run_1/drive_strength.png
Scale bar: 20 um.
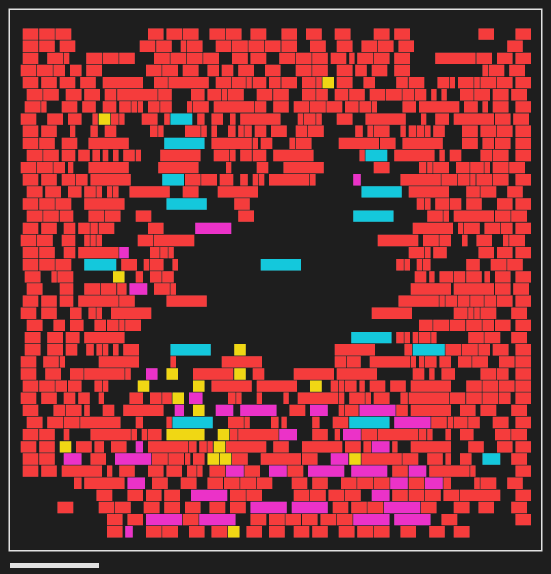
run_1/met1.png
Scale bar: 20 um. Supply wires on this layer in gray. Cells faint in the background.
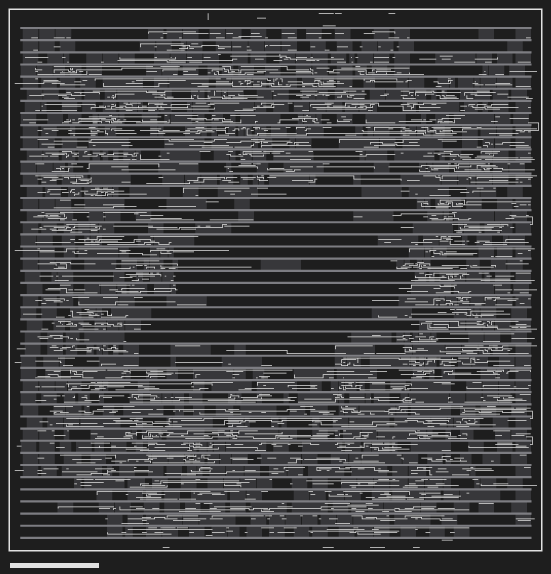
run_1/final_congestion.png
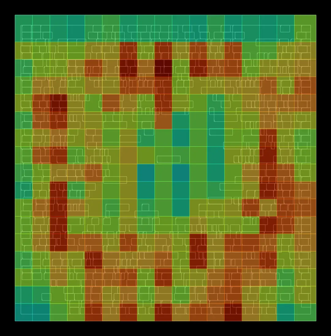
`src/rtl/mux_sel_pkg.sv`:
```
// Shared types and helpers for the parametrised select pipe.
// mux_item_t is the default-width payload; the top derives its own width-matched copy.
package mux_sel_pkg;

   localparam int unsigned MUX_DATA_W = 32;

   function automatic int unsigned sel_width(input int unsigned n);
      return (n < 2) ? 1 : $clog2(n);
   endfunction

   typedef struct packed {
      logic [MUX_DATA_W-1:0] data;
      logic                  sel_err;
   } mux_item_t;

endpackage

```
`src/rtl/mux_sel_skid.sv`:
```
// Two-entry valid/ready buffer: output register plus one skid entry.
// in_ready depends only on the skid register, never on out_ready.
module mux_sel_skid #(
   parameter int unsigned W = 33
) (
   input  logic         clk,
   input  logic         rst_n,
   input  logic         flush,
   input  logic         in_valid,
   output logic         in_ready,
   input  logic [W-1:0] in_data,
   output logic         out_valid,
   input  logic         out_ready,
   output logic [W-1:0] out_data
);

   logic         out_valid_q, out_valid_d;
   logic [W-1:0] out_data_q, out_data_d;
   logic         skid_valid_q, skid_valid_d;
   logic [W-1:0] skid_data_q, skid_data_d;
   logic         accept;
   logic         drain;

   assign accept = in_valid & ~skid_valid_q & ~flush;
   assign drain  = ~out_valid_q | out_ready;

   always_comb begin
      out_valid_d  = out_valid_q;
      out_data_d   = out_data_q;
      skid_valid_d = skid_valid_q;
      skid_data_d  = skid_data_q;
      if (flush) begin
         out_valid_d  = 1'b0;
         skid_valid_d = 1'b0;
      end else if (drain) begin
         // A full skid blocks in_ready, so no accept can coincide with the skid move.
         if (skid_valid_q) begin
            out_valid_d  = 1'b1;
            out_data_d   = skid_data_q;
            skid_valid_d = 1'b0;
         end else begin
            out_valid_d = accept;
            if (accept) begin
               out_data_d = in_data;
            end
         end
      end else if (accept) begin
         skid_valid_d = 1'b1;
         skid_data_d  = in_data;
      end
   end

   always_ff @(posedge clk or negedge rst_n) begin
      if (!rst_n) begin
         out_valid_q  <= 1'b0;
         out_data_q   <= '0;
         skid_valid_q <= 1'b0;
         skid_data_q  <= '0;
      end else begin
         out_valid_q  <= out_valid_d;
         out_data_q   <= out_data_d;
         skid_valid_q <= skid_valid_d;
         skid_data_q  <= skid_data_d;
      end
   end

   assign in_ready  = ~skid_valid_q;
   assign out_valid = out_valid_q;
   assign out_data  = out_data_q;

endmodule

```
`src/rtl/mux_sel_pipe.sv`:
```
// Parametrised N:1 select with range check, feeding a registered, stallable skid stage.
module mux_sel_pipe
   import mux_sel_pkg::*;
#(
   parameter int unsigned DATA_W   = 32,
   parameter int unsigned NUM_IN   = 8,
   parameter int unsigned SEL_W    = sel_width(NUM_IN),
   parameter int          ERR_ZERO = 1
) (
   input  logic                     clk,
   input  logic                     rst_n,
   input  logic                     flush,
   input  logic                     in_valid,
   output logic                     in_ready,
   input  logic [NUM_IN*DATA_W-1:0] data_in,
   input  logic [SEL_W-1:0]         sel,
   output logic                     out_valid,
   input  logic                     out_ready,
   output logic [DATA_W-1:0]        out_data,
   output logic                     out_sel_err
);

   typedef struct packed {
      logic [DATA_W-1:0] data;
      logic              sel_err;
   } item_t;

   item_t sel_item;
   item_t out_item;

   always_comb begin
      sel_item.sel_err = 1'b1;
      if (ERR_ZERO != 0) begin
         sel_item.data = '0;
      end else begin
         sel_item.data = data_in[(NUM_IN-1)*DATA_W +: DATA_W];
      end
      for (int unsigned k = 0; k < NUM_IN; k++) begin
         if (sel == SEL_W'(k)) begin
            sel_item.data    = data_in[k*DATA_W +: DATA_W];
            sel_item.sel_err = 1'b0;
         end
      end
   end

   mux_sel_skid #(
      .W($bits(item_t))
   ) u_skid (
      .clk       (clk),
      .rst_n     (rst_n),
      .flush     (flush),
      .in_valid  (in_valid),
      .in_ready  (in_ready),
      .in_data   (sel_item),
      .out_valid (out_valid),
      .out_ready (out_ready),
      .out_data  (out_item)
   );

   assign out_data    = out_item.data;
   assign out_sel_err = out_item.sel_err;

endmodule

```
`config.mk`:
```
export PLATFORM = sky130hd
export DESIGN_NAME = mux_sel_pipe
export DESIGN_NICKNAME = d
export VERILOG_FILES = /design/src/rtl/mux_sel_pkg.sv /design/src/rtl/mux_sel_skid.sv /design/src/rtl/mux_sel_pipe.sv
export SDC_FILE = /design/constraint.sdc
export NUM_CORES = 1
export LEC_CHECK = 0
export CAP_MARGIN = 20
export CORE_AREA = 2 2 117 119
export DETAILED_ROUTE_END_ITERATION = 10
export DIE_AREA = 0 0 119 121
export PLACE_DENSITY = 0.9
export SLEW_MARGIN = 30
export SYNTH_ARGS = -nofsm -noshare
export SYNTH_HDL_FRONTEND = slang
export SYNTH_SLANG_ARGS = --single-unit
```
`constraint.sdc`:
```
create_clock -name clk -period 2.66 [get_ports clk]
set_input_delay 0.399 -clock clk [delete_from_list [all_inputs] [get_ports clk]]
set_output_delay 0.399 -clock clk [all_outputs]
set_load 0.02 [all_outputs]
```
==> run_results.csv, run 1 <==
group,metric,value,unit
final_layout,final_nets,1053,
final_layout,layout_top_cell,"clkdlybuf4s50_1",
timing,setup_tns,0,ns
clock_tree,ctsHtreeMaxLevel,3,
critical_path,crit_buf_inv,3,
logic_synthesis,syn-num-nets,777,
clock_tree,cts_root_buf,"clkbuf_16",
critical_path,path_max_fanout,19,
logic_synthesis,synth_area,4940,um2
logic_synthesis,yosysChipArea,4940,um2
pwr,power_leakage,0.00352,uW
clock_tree,postCtsHoldBufs,0,
critical_path,cp_cell_sequence,"buf_4, clkinv_1, clkdlybuf4s50_1",
clock_tree,clock_sinks,68,
logic_synthesis,yosysUniqueCellTypes,33,
logic_synthesis,ys_async_sr_fraction,1.00,
critical_path,arrival,1.66,ns
job,cap_violations,0,
pwr,combPwrFrac,0.363,
die,core.rowCount,42,
final_layout,fin_cells,970,
pwr,netSwitchingPower,1170,uW
critical_path,endpoint_kind,"primary output",
logic_synthesis,area_leaders,"dfrtp_1 34%, mux2i_1 16%, a22oi_1 7.3%, mux4_2 6.8%, a221oi_1 4.3%",
logic_synthesis,syn_inst,513,
logic_synthesis,ys_sh_mux,0.263,
die,fp_util,0.377,
pwr,switching_share,0.294,
final_layout,layout-drive-gt1-share,0.0894,
critical_path,rrSetupSlack,0.95,ns
routing,ant_nets,0,
logic_synthesis,common_cells,"79 x mux2i_1, 68 x dfrtp_1, 53 x nor2_1, 48 x a22oi_1, 34 x nand2_1",
logic_synthesis,yosys_warnings,0,
hold_path,hold_class,"input port to asynchronous set/reset pin",
routing,drc,0,
die,core,13100,um2
timing,final_max_slew_viol_count,0,
grt,grt_pass1_vias,5674,
pwr,max-vdd-ir-drop,234,uV
critical_path,r2r_end,"u_skid.skid_data_q[13]",
routing,vias_per_cell,5.61,
critical_path,cp_slowest_cell,"clkdlybuf4s50_1",
die,die-area,14400,um2
final_layout,mostFrequentLayoutCells,"294 x clkdlybuf4s50_1, 79 x mux2i_1, 68 x dfrtp_1",
timing,fin_skew,0.00455,ns
logic_synthesis,ys_seq_frac,0.345,
logic_synthesis,ys_sh_adder,0,
timing,clock.fmax,485,MHz
logic_synthesis,ys_sh_aoi,0.239,
timing,finalCritPeriodShare,0.775,
die,dieWidth,119,um
critical_path,endpoint,"in_ready",
critical_path,cp.required,2.26,ns
timing,relSlewSlack,0.570,
critical_path,path_class,"flop to primary output",
die,boundaryPins,299,
job,openroad.warnings,26,
timing,setup_viol_count_final,0,
clock_tree,cts_buffers,9,
clock_tree,clock_tree.buffer_depth,2,
critical_path,start_kind,"flop",
logic_synthesis,top_area_cell,"dfrtp_1",
logic_synthesis,ys_cells,513,
grt,grt_use_met3,0.0695,
die,die_h,121,um
logic_synthesis,synthXorXnorAreaFrac,0,
grt,grt_usage,0.257,
timing,final_hold_viol_count,0,
clock_tree,insertion_delay,0.32,ns
clock_tree,cts_setup_buffers,0,
logic_synthesis,ys_top_logic_family,"multiplexers",
routing,drt_iter0_drc,309,
grt,antenna_found_initial,0,
place,post-place-cells,954,
grt,grt_max_degree,69,
grt,grtUsageMet2,0.467,
place,place.gp.congestion,0.811,
logic_synthesis,ys_sh_simple,0.0821,
logic_synthesis,synth_flops,68,
logic_synthesis,synth-main-ff-cell,"dfrtp_1",
logic_synthesis,synth-edff-count,0,
critical_path,crit_cells,3,
critical_path,rr_startpoint,"u_skid.skid_valid_q",
clock_tree,clkSlewWorstSetupHoldPaths,0.05,ns
critical_path,crit_family,"buffers and inverters",
grt,grt_first_pass_wirelength,29.0,mm
timing,tightest_slew,0.644,ns
pwr,seqPwrFrac,0.353,
logic_synthesis,synth_top_area_share,0.345,
routing,dr.pass1.iters,5,
pwr,clock_power_share,0.285,
critical_path,critical-path-max-stage-delay,0.57,ns
place,io_buffers,298,
place,dp_hpwl,14.1,mm
timing,rsz0062_at_grt,"false",
clock_tree,cts_tree,"built",
grt,grt-ovfl-total,0,
critical_path,crit_start,"u_skid.skid_valid_q",
run_status,status,"complete, no violations",
critical_path,r2r_cells,4,
pwr,p_per_area,476,nW/um2
final_layout,n_antenna_cell,0,
timing,period_needed,2.06,ns
logic_synthesis,most_common_cell,"mux2i_1",
logic_synthesis,synth_area_per_cell,9.62,um2
clock_tree,ctsResizeCount,0,
pwr,internal_power,2800,uW
Back to the opening pictures, drive_strength.png:
legend:
  drive 6 and up:
    color: cyan
    cells: 15
    share: 1.9%
  drive 3 to 4:
    color: yellow
    cells: 19
    share: 2.4%
  drive 1 or less:
    color: red
    cells: 723
    share: 91%
  drive 2:
    color: magenta
    cells: 37
    share: 4.7%
area growth from synthesis to layout: 68.9%
final worst slack: 0.600 ns
Non-CTS buffers: 317
Final Cell Area: 8340 um2

Back to the opening pictures, met1.png:
wire length on this layer: 6,900 um
share of all routed wire: 37%
nets with wire on the layer: 890
main direction: horizontal
longest straight run: 36.3 um
vias: 5,443
final wirelength: 18.5 mm
GRT met1 Usage: 0.283

Back to the opening pictures, final_congestion.png:
busiest layer in global routing: met2
Avg WL per Cell: 19.0 um

run 1: flip-flops by register name, indices dropped and copies added, names as in the netlist:
register / flops
u_skid.out_data: 33
u_skid.skid_data_q: 33
u_skid.out_valid: 1
u_skid.skid_valid_q: 1
run 1: metal layers:
layer  up-vias  wire (um)
met3        42       1620
met5         -          0
met4         0        531
li1       2515          -
met1      2598       6900
met2       288       9400
run 1: stage by stage:
| stage | setup WS (ns) | utilization | hold slack [ns] | power (uW) | cell area, um2 |
|---|---|---|---|---|---|
| finish | 0.600 | 0.637 | 0.0772 | 3970 | 8340 |
| detailed placement | 0.456 | 0.615 | 0.466 | 2850 | 8050 |
| global route | 0.521 | 0.637 | 0.120 | 4180 | 8340 |
| global placement | 0.514 | 0.615 | 0.459 | 2800 | 8050 |
| floorplan | 0.835 | - | 0.103 | 2070 | 4940 |
| CTS | 0.592 | 0.637 | 0.222 | 3990 | 8330 |
run 1: worst reg2reg max path, cell delays in order (launching register included):
cell and delay, ns:
dfrtp_1 0.37, buf_4 0.19, nor4b_4 0.30, buf_4 0.35, mux2_2 0.39
run 1: layout make-up:
class	count	area, um2
clock buffers	15	278
clock inverters	1	5.00
multi-input cells	367	2900
fillers	1073	4750
flip-flops and latches	68	1700
well taps	176	220
repair buffers	317	3140
inverters	26	97.6
run 1: power by group through the flow:
| stage | Clock [uW] | Combinational [uW] | Sequential, uW |
|---|---|---|---|
| 2_1_floorplan | 0 | 564 | 1510 |
| 3_3_place_gp | 0 | 1410 | 1400 |
| 3_5_place_dp | 0 | 1440 | 1410 |
| 4_1_cts | 1150 | 1450 | 1400 |
| 5_1_grt | 1190 | 1550 | 1430 |
| 6_report | 1130 | 1440 | 1400 |
run_1/zoom.png
Scale bar: 10 um. Region (40, 16) to (80, 56) um. Cells in gray, sequential cells in the stronger gray; small squares are vias.
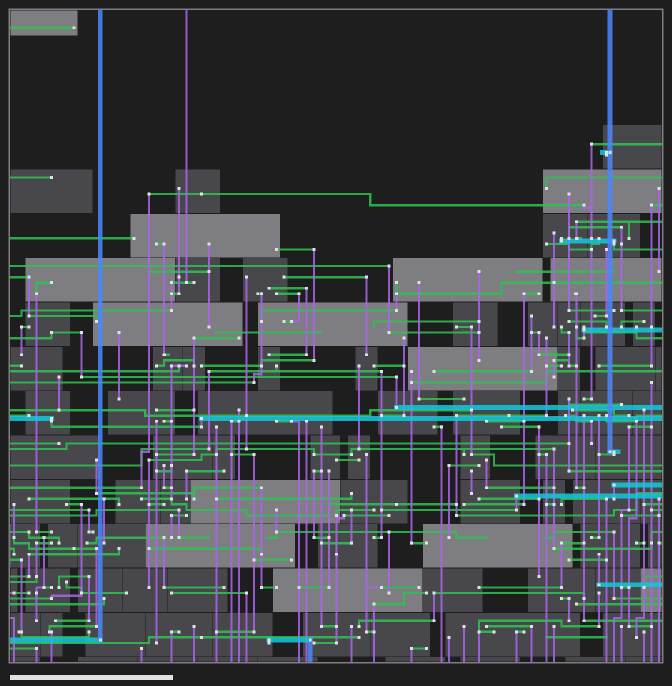

## Run 2: what changed since run 1
--- a/config.mk
+++ b/config.mk
@@ -6,10 +6,9 @@
 export NUM_CORES = 1
 export LEC_CHECK = 0
 export CAP_MARGIN = 20
-export CORE_AREA = 2 2 117 119
+export CORE_UTILIZATION = 38
 export DETAILED_ROUTE_END_ITERATION = 10
-export DIE_AREA = 0 0 119 121
-export PLACE_DENSITY = 0.9
+export PLACE_DENSITY = 0.91
 export SLEW_MARGIN = 30
 export SYNTH_ARGS = -nofsm -noshare
 export SYNTH_HDL_FRONTEND = slang
==> constraint.sdc (replaced) <==
create_clock -name clk -period 2.1 [get_ports clk]
set_input_delay 0.315 -clock clk [delete_from_list [all_inputs] [get_ports clk]]
set_output_delay 0.315 -clock clk [all_outputs]
set_load 0.02 [all_outputs]
run_2/zoom.png
Scale bar: 10 um. Region (38, 15) to (78, 55) um. Cells in gray, sequential cells in the stronger gray; small squares are vias.
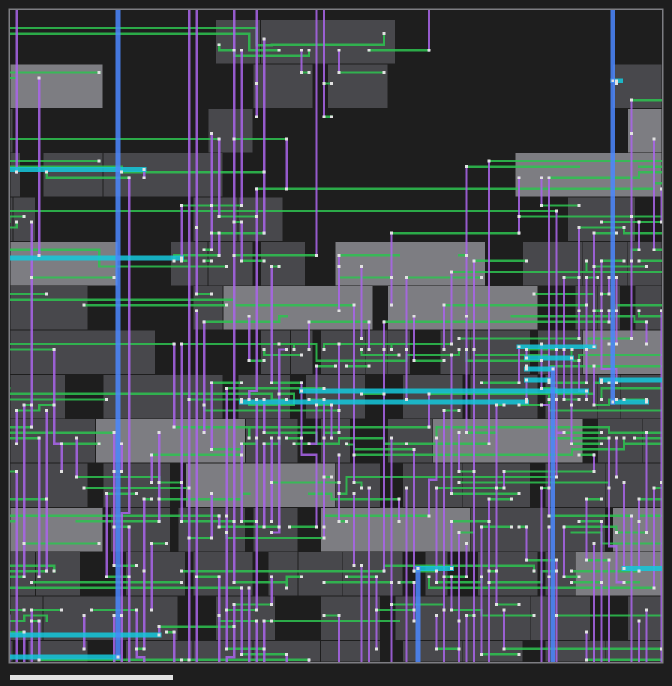
legend:
  met2:
    color: purple
  met3:
    color: cyan
  met1:
    color: green
  met4:
    color: blue
netlist names of flops here include: `u_skid.skid_data_q` (8), `u_skid.out_data` (5)
sequential cells in the window: 13
cells with their middle in the window: 81
most frequent: dfrtp_1 (13), clkdlybuf4s50_1 (12), buf_4 (8)

run_2/met2.png
Scale bar: 20 um. Cells faint in the background.
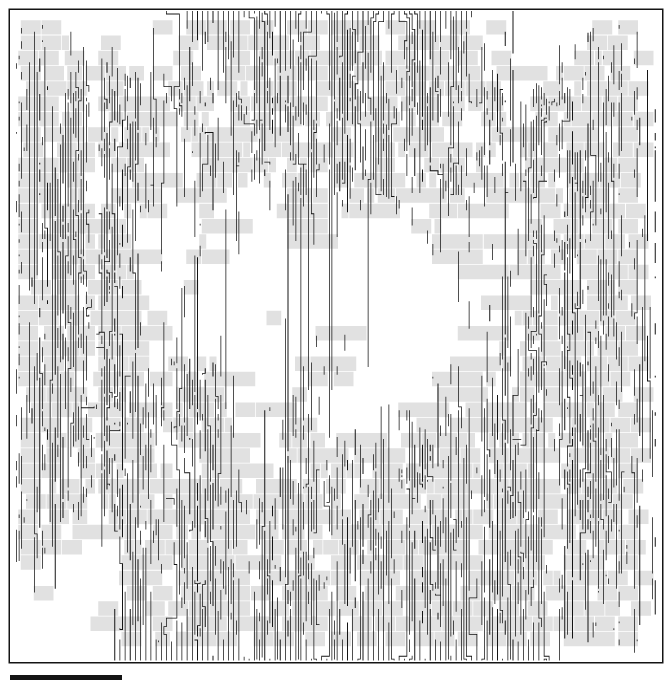
longest straight run: 67.3 um
wire length on this layer: 9,840 um
vias: 5,461
final wirelength: 18.8 mm
GR Util met2: 0.517

==> run_results.csv, run 2 <==
group,metric,value,unit
grt,grt_use_met3,0.0643,
timing,setup_ws,0.0875,ns
clock_tree,clock_sinks,68,
routing,wire_per_inst,19.3,um
timing,setup_viol_count_final,0,
grt,grt-ovfl-total,0,
critical_path,cp.required,1.78,ns
die,dieWidth,116,um
logic_synthesis,top_area_cell,"dfrtp_1",
critical_path,crit_buf_inv,2,
clock_tree,cts_buffers,9,
final_layout,mostFrequentLayoutCells,"294 x clkdlybuf4s50_1, 79 x mux2i_1, 68 x dfrtp_1",
final_layout,utilization,0.671,
job,cap_violations,0,
timing,finalCritPeriodShare,0.958,
place,dp_hpwl,14.8,mm
logic_synthesis,ys_top_logic_family,"multiplexers",
final_layout,layout-drive-gt1-share,0.0974,
logic_synthesis,synth_area,4940,um2
critical_path,rr_startpoint,"u_skid.skid_valid_q",
routing,ant_nets,0,
logic_synthesis,synthXorXnorAreaFrac,0,
place,place.gp.congestion,0.835,
die,core.rowCount,41,
clock_tree,cts_tree,"built",
logic_synthesis,yosys_warnings,0,
clock_tree,clkSlewWorstSetupHoldPaths,0.06,ns
final_layout,final_nets,1061,
critical_path,rrSetupSlack,0.29,ns
grt,antenna_found_initial,2,
run_status,status,"complete, no violations",
routing,dr.pass1.iters,5,
grt,met1_usage,0.302,
critical_path,crit_cells,2,
routing,vias_per_cell,5.60,
logic_synthesis,ys_sh_aoi,0.239,
critical_path,crit_family,"buffers and inverters",
critical_path,cp_cell_sequence,"clkinv_1, clkdlybuf4s50_1",
critical_path,critical-path-max-stage-delay,0.61,ns
logic_synthesis,ys_sh_simple,0.0821,
critical_path,cp_slowest_cell,"clkdlybuf4s50_1",
die,fp_util,0.391,
clock_tree,clock_tree.buffer_depth,2,
clock_tree,cts_setup_buffers,0,
pwr,power,5180,uW
critical_path,r2r_end,"u_skid.out_data[20]",
logic_synthesis,common_cells,"79 x mux2i_1, 68 x dfrtp_1, 53 x nor2_1, 48 x a22oi_1, 34 x nand2_1",
place,io_buffers,298,
timing,clock.fmax,497,MHz
clock_tree,postCtsHoldBufs,1,
logic_synthesis,most_common_cell,"mux2i_1",
job,openroad.warnings,26,
critical_path,arrival,1.70,ns
clock_tree,ctsResizeCount,0,
final_layout,layout_top_cell,"clkdlybuf4s50_1",
critical_path,crit_start,"u_skid.skid_valid_q",
logic_synthesis,synth-edff-count,0,
timing,tightest_slew,0.629,ns
die,die_h,116,um
timing,rsz0062_at_grt,"false",
logic_synthesis,ys_sh_adder,0,
grt,globalRoute.busiestLayer,"met2",
clock_tree,insertion_delay,0.32,ns
logic_synthesis,syn-num-nets,777,
grt,grt_max_degree,41,
place,pre_cts_slack,-0.0189,ns
die,core,12600,um2
routing,drc,0,
timing,final_hold_viol_count,0,
logic_synthesis,ys_cells,513,
timing,period_needed,2.01,ns
die,die-area,13400,um2
timing,relSlewSlack,0.579,
critical_path,r2r_cells,4,
pwr,max-vdd-ir-drop,335,uV
pwr,p_per_area,612,nW/um2
timing,fin_skew,0.00422,ns
critical_path,endpoint,"in_ready",
logic_synthesis,yosysChipArea,4940,um2
logic_synthesis,synth_top_area_share,0.345,
critical_path,endpoint_kind,"primary output",
logic_synthesis,ys_seq_frac,0.345,
routing,drt_iter0_drc,340,
logic_synthesis,ys_async_sr_fraction,1.00,
logic_synthesis,synth_flops,68,
logic_synthesis,synth-main-ff-cell,"dfrtp_1",
timing,final_max_slew_viol_count,0,
clock_tree,ctsHtreeMaxLevel,3,
logic_synthesis,yosysUniqueCellTypes,33,
grt,grt_usage,0.279,
hold_path,hold_class,"input port to asynchronous set/reset pin",
final_layout,fillers,996,
grt,grt_first_pass_wirelength,28.1,mm
run 2: cell count changes in the layout (fill, tap and decap cells not counted), sizes merged:
cell         before  now
buf              23   30
bufinv            0    1
clkbuf           15   14
clkinv            2    1
diode             0    2
dlygate4sd3       0    1
run 2: layer usage:
metal  up-vias  wire length, um
li1       2537                -
met1      2635             6850
met2       261             9840
met3        28             1820
met4         0              318
met5         -                0
run 2: final cells by class:
| type | instances | area, um2 | share of cell area |
|---|---|---|---|
| well taps | 172 | 215 | 0.0254 |
| inverters | 26 | 97.6 | 0.0115 |
| diodes | 2 | 5.00 | 0.000591 |
| clock buffers | 14 | 274 | 0.0324 |
| multi-input cells | 367 | 2900 | 0.342 |
| flip-flops and latches | 68 | 1700 | 0.201 |
| clock inverters | 1 | 30.0 | 0.00355 |
| repair buffers | 325 | 3250 | 0.384 |
run 2: cells by family after synthesis:
logic type / after synthesis
compound gates: 160
mux: 109
simple gates: 98
buf+inv: 78
flops: 68
run 2: worst register-to-register path, stage by stage (launching register included):
cell and delay [ns]:
dfrtp_1 0.52, o211ai_1 0.60, buf_4 0.41, nand2_1 0.12, o31ai_1 0.07
run 2: power breakdown:
group	leakage [uW]	internal (uW)	total [uW]	switching, uW
Combinational	0.00262	1060	1850	791
Clock	0.000149	1010	1550	538
Sequential	0.000816	1610	1780	169
Total	0.00359	3680	5180	1500
run 2: per-stage QoR:
stage                     cells  area, um2  hold slack, ns  TNS (ns)
after floorplan             513       4940          0.0194         0
after global placement      957       8150           0.271         0
after detailed placement    957       8150           0.277   -0.0189
after CTS                   973       8460           0.481         0
after global routing        975       8470           0.496         0
final                       975       8470           0.465         0
Power and IR drop assume default switching activity.
